### Local utilization, run 1

The bar under the picture is 20 µm long. 6 x 6 tiles, from black (low) to pale yellow (high), 0 to 100% covered.
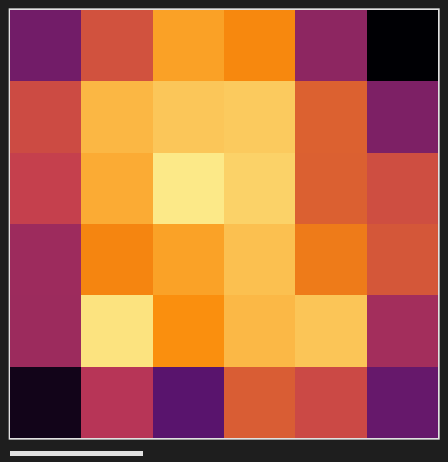
### Metal 2, run 1

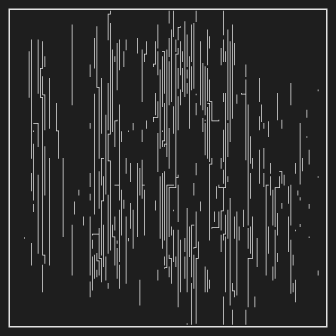
### Track usage over the die, run 1

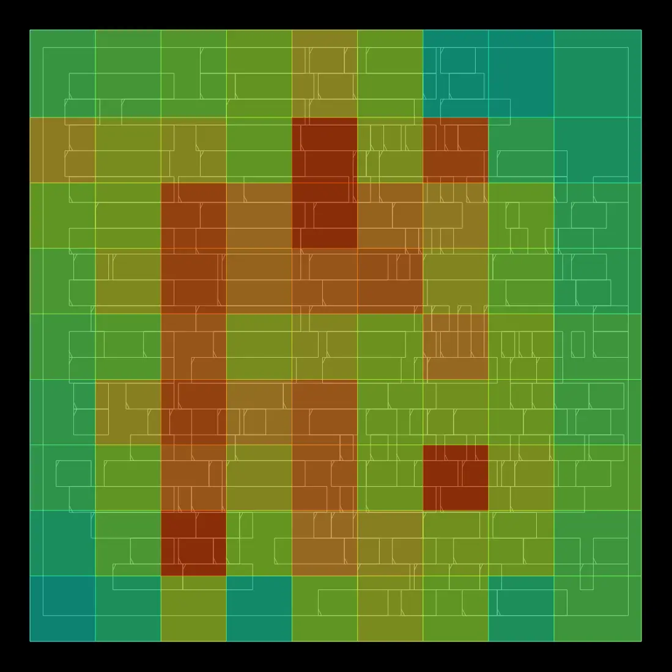
$ cat config.mk
export PLATFORM = sky130hd
export DESIGN_NAME = fifo_sync_param
export DESIGN_NICKNAME = d
export VERILOG_FILES = /design/src/rtl/fifo_sync_param.sv
export SDC_FILE = /design/constraint.sdc
export NUM_CORES = 1
export LEC_CHECK = 0
export ABC_CLOCK_PERIOD_IN_PS = 4300
export CAP_MARGIN = 20
export CORE_UTILIZATION = 55
export DETAILED_ROUTE_END_ITERATION = 16
export PLACE_DENSITY = 0.81
export SKIP_LAST_GASP = 1
export SLEW_MARGIN = 25
export SYNTH_ARGS = -nofsm -noshare
export SYNTH_HDL_FRONTEND = slang
export SYNTH_SLANG_ARGS = --single-unit
$ cat constraint.sdc
create_clock -name clk -period 4.3 [get_ports clk]
set_clock_uncertainty 0.2 [all_clocks]
set_input_delay 0.645 -clock clk [delete_from_list [all_inputs] [get_ports clk]]
set_output_delay 0.645 -clock clk [all_outputs]
set_load 0.1 [all_outputs]
$ cat src/rtl/fifo_sync_param.sv
// fifo_sync_param: single-clock FIFO with registered level flags and sticky overflow/underflow
module fifo_sync_param #(
  parameter int DATA_WIDTH = 8,
  parameter int ADDR_WIDTH = 2,
  parameter int AF_LEVEL   = 3,
  parameter int AE_LEVEL   = 1
) (
  input  logic                  clk,
  input  logic                  reset_n,
  input  logic                  write_enable,
  input  logic [DATA_WIDTH-1:0] data_in,
  input  logic                  read_enable,
  input  logic                  clear_errors,
  output logic [DATA_WIDTH-1:0] data_out,
  output logic                  data_valid,
  output logic                  full,
  output logic                  empty,
  output logic                  almost_full,
  output logic                  almost_empty,
  output logic [ADDR_WIDTH:0]   fill_count,
  output logic                  overflow,
  output logic                  underflow
);
  localparam int DEPTH = 1 << ADDR_WIDTH;
  localparam logic [ADDR_WIDTH:0] depth_c = (ADDR_WIDTH+1)'(DEPTH);
  localparam logic [ADDR_WIDTH:0] af_c = (ADDR_WIDTH+1)'(AF_LEVEL);
  localparam logic [ADDR_WIDTH:0] ae_c = (ADDR_WIDTH+1)'(AE_LEVEL);
  logic [DATA_WIDTH-1:0] mem [DEPTH];
  logic [ADDR_WIDTH:0] wr_ptr, rd_ptr, cnt_n;
  logic rd_acc, wr_acc;
  // a full FIFO still takes a write when a read frees a slot on the same edge
  always_comb begin
    rd_acc = read_enable && !empty;
    wr_acc = write_enable && (!full || rd_acc);
    cnt_n = (wr_acc && !rd_acc) ? fill_count + 1'b1 :
            (rd_acc && !wr_acc) ? fill_count - 1'b1 : fill_count;
  end
  always_ff @(posedge clk) begin
    if (!reset_n) begin
      wr_ptr <= '0;
      rd_ptr <= '0;
      fill_count <= '0;
      data_out <= '0;
      data_valid <= 1'b0;
      full <= 1'b0;
      empty <= 1'b1;
      almost_full <= 1'b0;
      almost_empty <= 1'b1;
      overflow <= 1'b0;
      underflow <= 1'b0;
    end else begin
      if (wr_acc) wr_ptr <= wr_ptr + 1'b1;
      if (rd_acc) begin
        rd_ptr <= rd_ptr + 1'b1;
        data_out <= mem[rd_ptr[ADDR_WIDTH-1:0]];
      end
      data_valid <= rd_acc;
      fill_count <= cnt_n;
      full <= cnt_n == depth_c;
      empty <= cnt_n == '0;
      almost_full <= cnt_n >= af_c;
      almost_empty <= cnt_n <= ae_c;
      overflow <= (write_enable && !wr_acc) || (overflow && !clear_errors);
      underflow <= (read_enable && !rd_acc) || (underflow && !clear_errors);
    end
  end
  always_ff @(posedge clk) if (reset_n && wr_acc) mem[wr_ptr[ADDR_WIDTH-1:0]] <= data_in;
endmodule

==> reports/summary.rpt, run 1 <==
==========================================================================================
Flop2flop setup slack .......................................................      2.00 ns
Critical Path Slowest Stage Cell ............................................ clkdlybuf4s50_1
CTS tree ....................................................................         done
Share of post-route cells with drive strength above 1 .......................        14.8%
Post-synth tally of flip-flops with integrated enable .......................           32
H-tree lvl count ............................................................            2
Tally of buffers added on design ports ......................................           30
Clock edge transition at the registers on the reported setup and hold paths .      0.10 ns
Hold-fix buffer count after cts .............................................            0
Wire length per cell ........................................................      16.3 µm
Maximum clock frequency .....................................................      365 MHz
Flops out of synthesis ......................................................           54
Total clock buffers created by CTS ..........................................            5
Unrepaired setup endpoints after global routing .............................           no
Via count of the first global-routing pass ..................................        1,204
Global-route total usage across every layer .................................        20.7%
Remaining design rule violation count .......................................            0
Core footprint ..............................................................     3690 µm²
Number of resized instances in the post-cts repair step .....................            0
Highest-count logic cell in the final layout ................................     edfxtp_1
Pin count of the biggest net entering global routing ........................           19
Syn Nets ....................................................................          164
Layout overhead on the synthesized area .....................................        20.6%
Site row count ..............................................................           22
Number of buffer and inverter instances along the worst setup path ..........            1
Area of the chip ............................................................     4150 µm²
Worst hold path stage count .................................................            2
Outcome .....................................................................    completed
Most instantiated flip-flop cell in the synthesis netlist ...................     edfxtp_1
Hold EP ..................................................................... data_out[2]$_SDFFE_PN0P_
Critical hold path startpoint ............................................... data_out[2]$_SDFFE_PN0P_
==========================================================================================
## Picture notes: 'Local utilization'
fullest tile = 95%
mean over tiles = 61%
nearly empty tiles = 2.8%

## Picture notes: 'Metal 2'
nets with wire on the layer = 166
wire length on this layer = 1,840 µm

## Picture notes: 'Track usage over the die'
global routing met3 resource utilization: 5.89%
most congested layer reported by global routing: met2
final core area utilization: 70.0%

## run 1: sequential cells by signal, summed over array words and instances, names as in the netlist, 2 cells and up
register / count
fill_count: 3
rd_ptr: 2
data_out: 8
wr_ptr: 2
mem: 32
## run 1: cell families after synthesis
group,synth area share (%)
DFF,65.4
and+or+nand+nor,9.29
AOI/OAI and AO/OA,7.01
buffers and inverters,2.69
muxes,9.35
adders and majority gates,3.50
xor gates and xnor gates,2.75
## run 1: cells in the mapped netlist, types with 2 or more instances
library cell	number
nand2_1	17
xnor2_2	2
and3_1	4
ha_1	6
mux4_2	8
a21oi_2	2
dfxtp_1	22
xnor2_1	2
and2_1	2
buf_2	4
a21oi_1	9
edfxtp_1	32
mux2i_1	2
nand2b_1	2
clkbuf_1	2
nor2_1	7
inv_1	5
## run 1: cell type report
type | count | area share (%)
clock buffers | 5 | 2.66
multi-input cells | 78 | 26.4
well taps | 48 | 2.32
flip-flops and latches | 54 | 54.2
inverters | 6 | 0.872
clock inverters | 3 | 1.84
repair buffers | 30 | 11.6
## run 1: per-stage QoR
| stage | hold WS, ns | power, mW | std cells |
|---|---|---|---|
| after detailed placement | 0.248 | 1.09 | 216 |
| after CTS | 0.262 | 1.43 | 224 |
| after global placement | 0.245 | 1.08 | 216 |
| after floorplan | 0.314 | 0.990 | 145 |
| after global routing | 0.295 | 1.48 | 224 |
| final | 0.259 | 1.42 | 224 |
## run 1: layer usage
layer / vias up / global-route usage (%) / share of wire (%) / routed length [µm]
met3: 2 / 5.89 / 4.8 / 174
met2: 37 / 33.6 / 51 / 1840
met5: - / 0 / 0 / 0
met4: 0 / 5.83 / 0.80 / 29
met1: 588 / 27.1 / 44 / 1600
li1: 584 / - / - / -
## run 1: worst max-delay path by stage
stage,from,to,slack [ns]
final,fill_count[0]$_SDFF_PN0_,fill_count[0],1.56
after global routing,read_enable,mem[3][0]$_DFFE_PP_,1.39
after CTS,fill_count[0]$_SDFF_PN0_,fill_count[0],1.55
after detailed placement,read_enable,mem[3][4]$_DFFE_PP_,1.26
after global placement,read_enable,mem[1][3]$_DFFE_PP_,1.37
after floorplan,fill_count[0]$_SDFF_PN0_,almost_full$_SDFF_PN0_,1.93
## run 1: report_power, final
| group | switching (mW) | leakage, nW | internal (mW) |
|---|---|---|---|
| registers | 0.0393 | 0.471 | 0.593 |
| clock network | 0.167 | 0.0591 | 0.178 |
| logic | 0.308 | 0.368 | 0.134 |
| total | 0.513 | 0.898 | 0.904 |
--- run 2 (diff from run 1) ---
--- a/config.mk
+++ b/config.mk
@@ -5,11 +5,11 @@
 export SDC_FILE = /design/constraint.sdc
 export NUM_CORES = 1
 export LEC_CHECK = 0
-export ABC_CLOCK_PERIOD_IN_PS = 4300
+export ABC_CLOCK_PERIOD_IN_PS = 2400
 export CAP_MARGIN = 20
-export CORE_UTILIZATION = 55
+export CORE_UTILIZATION = 48
 export DETAILED_ROUTE_END_ITERATION = 16
-export PLACE_DENSITY = 0.81
+export PLACE_DENSITY = 0.75
 export SKIP_LAST_GASP = 1
 export SLEW_MARGIN = 25
 export SYNTH_ARGS = -nofsm -noshare
==> constraint.sdc (replaced) <==
create_clock -name clk -period 2.4 [get_ports clk]
set_clock_uncertainty 0.2 [all_clocks]
set_input_delay 0.36 -clock clk [delete_from_list [all_inputs] [get_ports clk]]
set_output_delay 0.36 -clock clk [all_outputs]
set_load 0.1 [all_outputs]
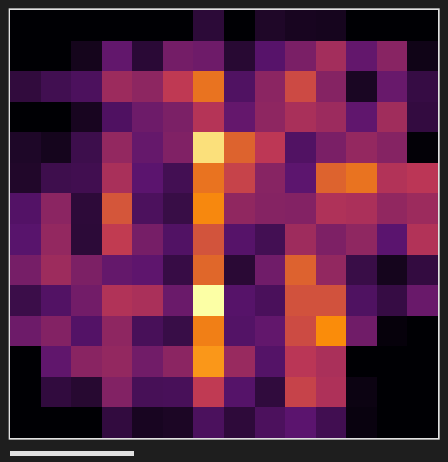
*Signal metal coverage by tile, run 2*
The bar under the picture is 20 µm long. 14 x 14 tiles, from black (low) to pale yellow (high), scaled to the fullest tile. Values are wire area over tile area, all layers added.
emptiest ninth of the die = top left
fullest tile = 0.42
nearly empty tiles = 15%
vias: 1,197
global-route total usage across every layer: 17.1%
wire length per cell: 15.3 µm

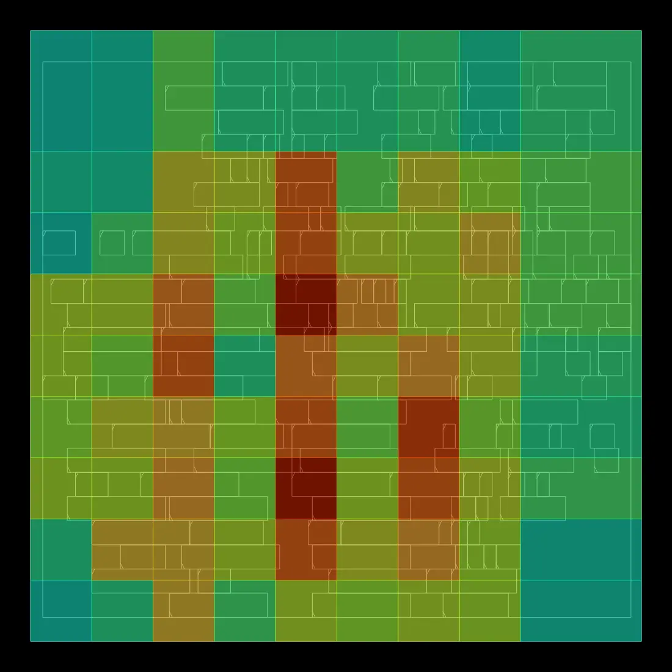
*Track usage over the die, run 2*
met2 track demand over resource in global routing: 29.3%
global routing usage on met1: 20.2%
global routing met3 resource utilization: 5.10%
final core area utilization: 61.3%

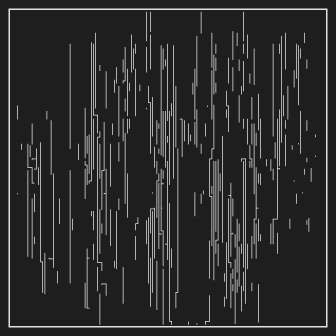
*Metal 2, run 2*
wire length on this layer = 1,830 µm
share of all routed wire = 52%
longest straight run = 31.5 µm
main direction = vertical
wire length after detailed routing: 3.53 mm

==> reports/summary.rpt, run 2 <==
=================================================================================
Outcome ............................................................    completed
Hold-fix buffer count after cts ....................................            0   unchanged
Maximum clock frequency ............................................      524 MHz
Number of resized instances in the post-cts repair step ............            0   unchanged
Non-filler instance count after layout .............................          230   +2.7%
Core footprint .....................................................     4140 µm²   +12%
Tally of buffers added on design ports .............................           30   unchanged
Flops out of synthesis .............................................           54   unchanged
Total clock buffers created by CTS .................................            5   unchanged
Area of the chip ...................................................     4730 µm²   +14%
Site row count .....................................................           23   +4.5%
CTS tree ...........................................................         done
Worst hold path stage count ........................................            2   unchanged
Share of post-route cells with drive strength above 1 ..............        26.1%   +11 points
Most numerous cell types in the synthesized netlist ................ edfxtp_1 (32), dfxtp_1 (22), nand2_1 (17), a21oi_1 (9), mux4_2 (8)
Placed insts .......................................................          222   +2.8%
Hold EP ............................................................ data_out[6]$_SDFFE_PN0P_
Layout overhead on the synthesized area ............................        18.6%
Highest-count logic cell in the final layout .......................     edfxtp_1
Remaining design rule violation count ..............................            0   unchanged
Flip-flop count of the largest register after layout ...............           32   unchanged
Syn Nets ...........................................................          164   unchanged
Number of buffer and inverter instances along the worst setup path .            1   unchanged
Pin count of the biggest net entering global routing ...............           18   -1
Post-synth tally of flip-flops with integrated enable ..............           32   unchanged
Most instantiated flip-flop cell in the synthesis netlist ..........     edfxtp_1
=================================================================================
run 2: metrics by stage:
step	utilization [%]	area (µm²)	power (mW)
6_report	61.3	2540	2.41
3_3_place_gp	59.2	2450	1.93
5_1_grt	61.3	2540	2.51
4_1_cts	61.3	2540	2.43
3_5_place_dp	59.2	2450	1.94
2_1_floorplan	-	2140	1.77
run 2: area by class of cell:
type | instances | area, µm²
multi-input cells | 78 | 683
well taps | 50 | 62.6
flip-flops and latches | 54 | 1400
fillers | 332 | 1600
clock buffers | 6 | 72.6
clock inverters | 2 | 13.8
inverters | 6 | 22.5
repair buffers | 34 | 285
run 2: layer usage:
metal	part of all wire [%]	vias up	wire length (µm)	track usage, %
li1	-	590	-	-
met1	43	577	1500	20.2
met2	52	26	1830	29.3
met3	4.3	4	152	5.10
met4	1.2	0	43	6.89
met5	0	-	0	0
run 2: cells by family after synthesis:
group	count (synthesis)	share of synthesized area, %
DFF	54	65.4
and+or+nand+nor	38	9.29
AOI/OAI and AO/OA	19	7.01
buffers and inverters	13	2.69
muxes	10	9.35
adders and majority gates	6	3.50
xor gates and xnor gates	5	2.75
run 2: worst register-to-register path, cell delays in order (launching register included):
cell and delay, ns:
dfxtp_1 0.37, nand2b_1 0.19, a21boi_2 0.22, and3_1 0.46
run 2: power breakdown:
group,internal [mW],switching [mW],leakage (nW)
clock network,0.208,0.289,0.0456
logic,0.232,0.550,0.418
registers,1.06,0.0707,0.471
total,1.50,0.910,0.934
run 2: how the worst max path moves through the flow:
stage | cells after the start | startpoint | to | slack [ns]
5_1_grt | 4 | read_enable | mem[0][3]$_DFFE_PP_ | 0.38
3_5_place_dp | 4 | read_enable | mem[0][6]$_DFFE_PP_ | 0.14
4_1_cts | 4 | read_enable | mem[1][3]$_DFFE_PP_ | 0.47
2_1_floorplan | 6 | fill_count[0]$_SDFF_PN0_ | almost_full$_SDFF_PN0_ | 0.03
3_3_place_gp | 4 | read_enable | mem[2][6]$_DFFE_PP_ | 0.20
6_report | 4 | read_enable | mem[1][3]$_DFFE_PP_ | 0.49
--- run 3 (diff from run 2) ---
--- a/config.mk
+++ b/config.mk
@@ -5,7 +5,7 @@
 export SDC_FILE = /design/constraint.sdc
 export NUM_CORES = 1
 export LEC_CHECK = 0
-export ABC_CLOCK_PERIOD_IN_PS = 2400
+export ABC_CLOCK_PERIOD_IN_PS = 1700
 export CAP_MARGIN = 20
 export CORE_UTILIZATION = 48
 export DETAILED_ROUTE_END_ITERATION = 16
==> constraint.sdc (replaced) <==
create_clock -name clk -period 1.7 [get_ports clk]
set_clock_uncertainty 0.2 [all_clocks]
set_input_delay 0.255 -clock clk [delete_from_list [all_inputs] [get_ports clk]]
set_output_delay 0.255 -clock clk [all_outputs]
set_load 0.1 [all_outputs]
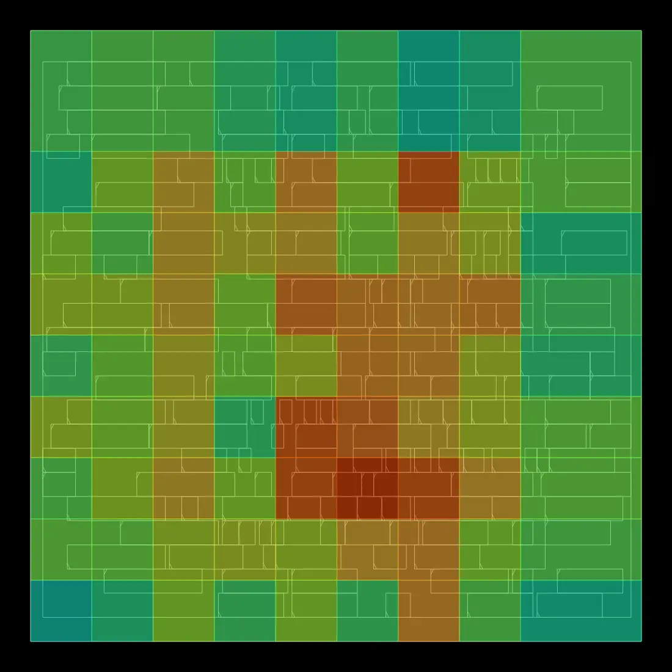
*Track usage over the die, run 3*
global routing usage on met1: 21.5%
wire length per cell: 15.5 µm
final core area utilization: 71.9%
global-route total usage across every layer: 18.4%

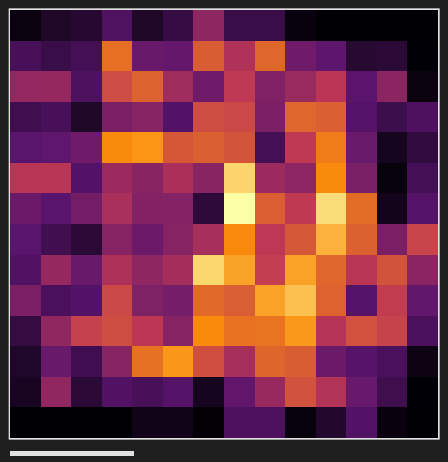
*Signal metal coverage by tile, run 3*
The bar under the picture is 20 µm long. 14 x 14 tiles, from black (low) to pale yellow (high), scaled to the fullest tile. Values are wire area over tile area, all layers added.
densest ninth of the die = middle
nearly empty tiles = 6.6%
tiles over half the peak = 29%
mean over tiles = 0.12
fullest tile = 0.34

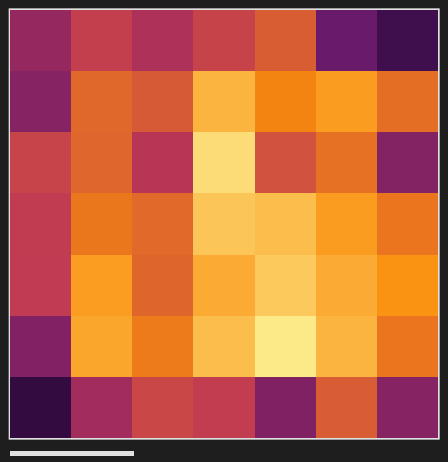
*Local utilization, run 3*
The bar under the picture is 20 µm long. 7 x 7 tiles, from black (low) to pale yellow (high), 0 to 100% covered.
fullest tile = 95%
tiles over 75% full = 31%
densest ninth of the die = middle
mean over tiles = 62%
core footprint: 4140 µm²
FP Util: 51.7%

==> reports/summary.rpt, run 3 <==
==============================================================================
Outcome .........................................................    completed
Flops out of synthesis ..........................................           54   unchanged
Syn Nets ........................................................          164   unchanged
Number of fill cells ............................................          289   -13%
Cell area after placement .......................................     2820 µm²   +15%
Vias ............................................................        1,298   +8.4%
Xor/xnor share ..................................................        2.75%   unchanged
Total clock buffers created by CTS ..............................            5   unchanged
Layout overhead on the synthesized area .........................        39.1%
Maximum clock frequency .........................................      602 MHz
Proportion of synthesized area in mux cells .....................        9.35%   unchanged
Area of the chip ................................................     4730 µm²   unchanged
Highest-count logic cell in the final layout ....................     edfxtp_1
CTS tree ........................................................         done
Hold-fix buffer count after cts .................................            0   unchanged
Wire length after detailed routing ..............................      3.75 mm   +6.3%
Remaining design rule violation count ...........................            0   unchanged
Tally of buffers added on design ports ..........................           30   unchanged
Flip-flop count of the largest register after layout ............           32   unchanged
Footprint of the flip-flops and latches .........................     1420 µm²   +1.1%
Area fraction in and, or, nand and nor cells ....................        9.29%   unchanged
Multi-input combinational cell area .............................      772 µm²   +13%
Site row count ..................................................           23   unchanged
Most instantiated flip-flop cell in the synthesis netlist .......     edfxtp_1
Post-synth tally of flip-flops with integrated enable ...........           32   unchanged
Synthesized-area fraction occupied by ao, oa, aoi and oai cells .        7.01%   unchanged
==============================================================================
[run 3: layout make-up]
type	count	share of cell area, %
multi-input cells	78	25.9
inverters	6	0.756
repair buffers	46	20.7
well taps	50	2.10
flip-flops and latches	54	47.5
clock buffers	5	2.31
clock inverters	3	0.630
[run 3: worst paths after layout]
kind | from | to | cells after the start
setup / recovery | fill_count[0]$_SDFF_PN0_ | full$_SDFF_PN0_ | 6
hold / removal | write_enable | overflow$_SDFF_PN0_ | 4
setup reg to reg | fill_count[0]$_SDFF_PN0_ | full$_SDFF_PN0_ | 6
hold reg to reg | data_out[3]$_SDFFE_PN0P_ | data_out[3]$_SDFFE_PN0P_ | 2
[run 3: repair_timing]
item / 4_1_cts / 5_1_grt
endpoints found under the hold margin: 0 / 0
buffers inserted: 2 / 0
resized: 2 / 6
setup endpoints to repair: 2 / 4
pin swaps: 1 / 2
[run 3: report_power, final]
part           total [mW]  internal (mW)  switching, mW
logic                1.52          0.636          0.880
clock network       0.697          0.290          0.407
registers            1.61           1.51          0.105
[run 3: worst max-delay path, delay by kind of cell, from the launching register on]
family | cells | cell delay (ns)
AND/OR/NAND/NOR | 2 | 0.45
flip-flops | 1 | 0.36
AND-OR/OR-AND | 1 | 0.21
XOR/XNOR | 1 | 0.18
adder cells (fa/ha/maj) | 1 | 0.14
buffers and inverters | 1 | 0.04
[run 3: logic make-up after synthesis]
kind of cell / count (synthesis)
AND-OR/OR-AND: 19
adder cells (fa/ha/maj): 6
multiplexers: 10
flip-flops: 54
XOR/XNOR: 5
AND/OR/NAND/NOR: 38
buffers and inverters: 13
[run 3: per-stage QoR]
stage               instances  total power, mW  setup slack, ns  util, %
floorplan                 145             2.55          -0.0731        -
global placement          232             3.04           -0.262     68.1
detailed placement        232             3.08           -0.364     68.1
CTS                       242             3.81          0.00631     70.9
global route              242             4.00        -0.000801     71.9
finish                    242             3.83           0.0398     71.9
[run 3: layer usage]
metal | track usage [%] | part of all wire [%] | wire length [µm] | up-vias
met3 | 5.10 | 4.0 | 150 | 4
met5 | 0 | 0 | 0 | -
li1 | - | - | - | 616
met4 | 6.12 | 1.5 | 55 | 0
met1 | 21.5 | 41 | 1540 | 640
met2 | 32.4 | 53 | 2000 | 38
Power and IR drop assume default switching activity.
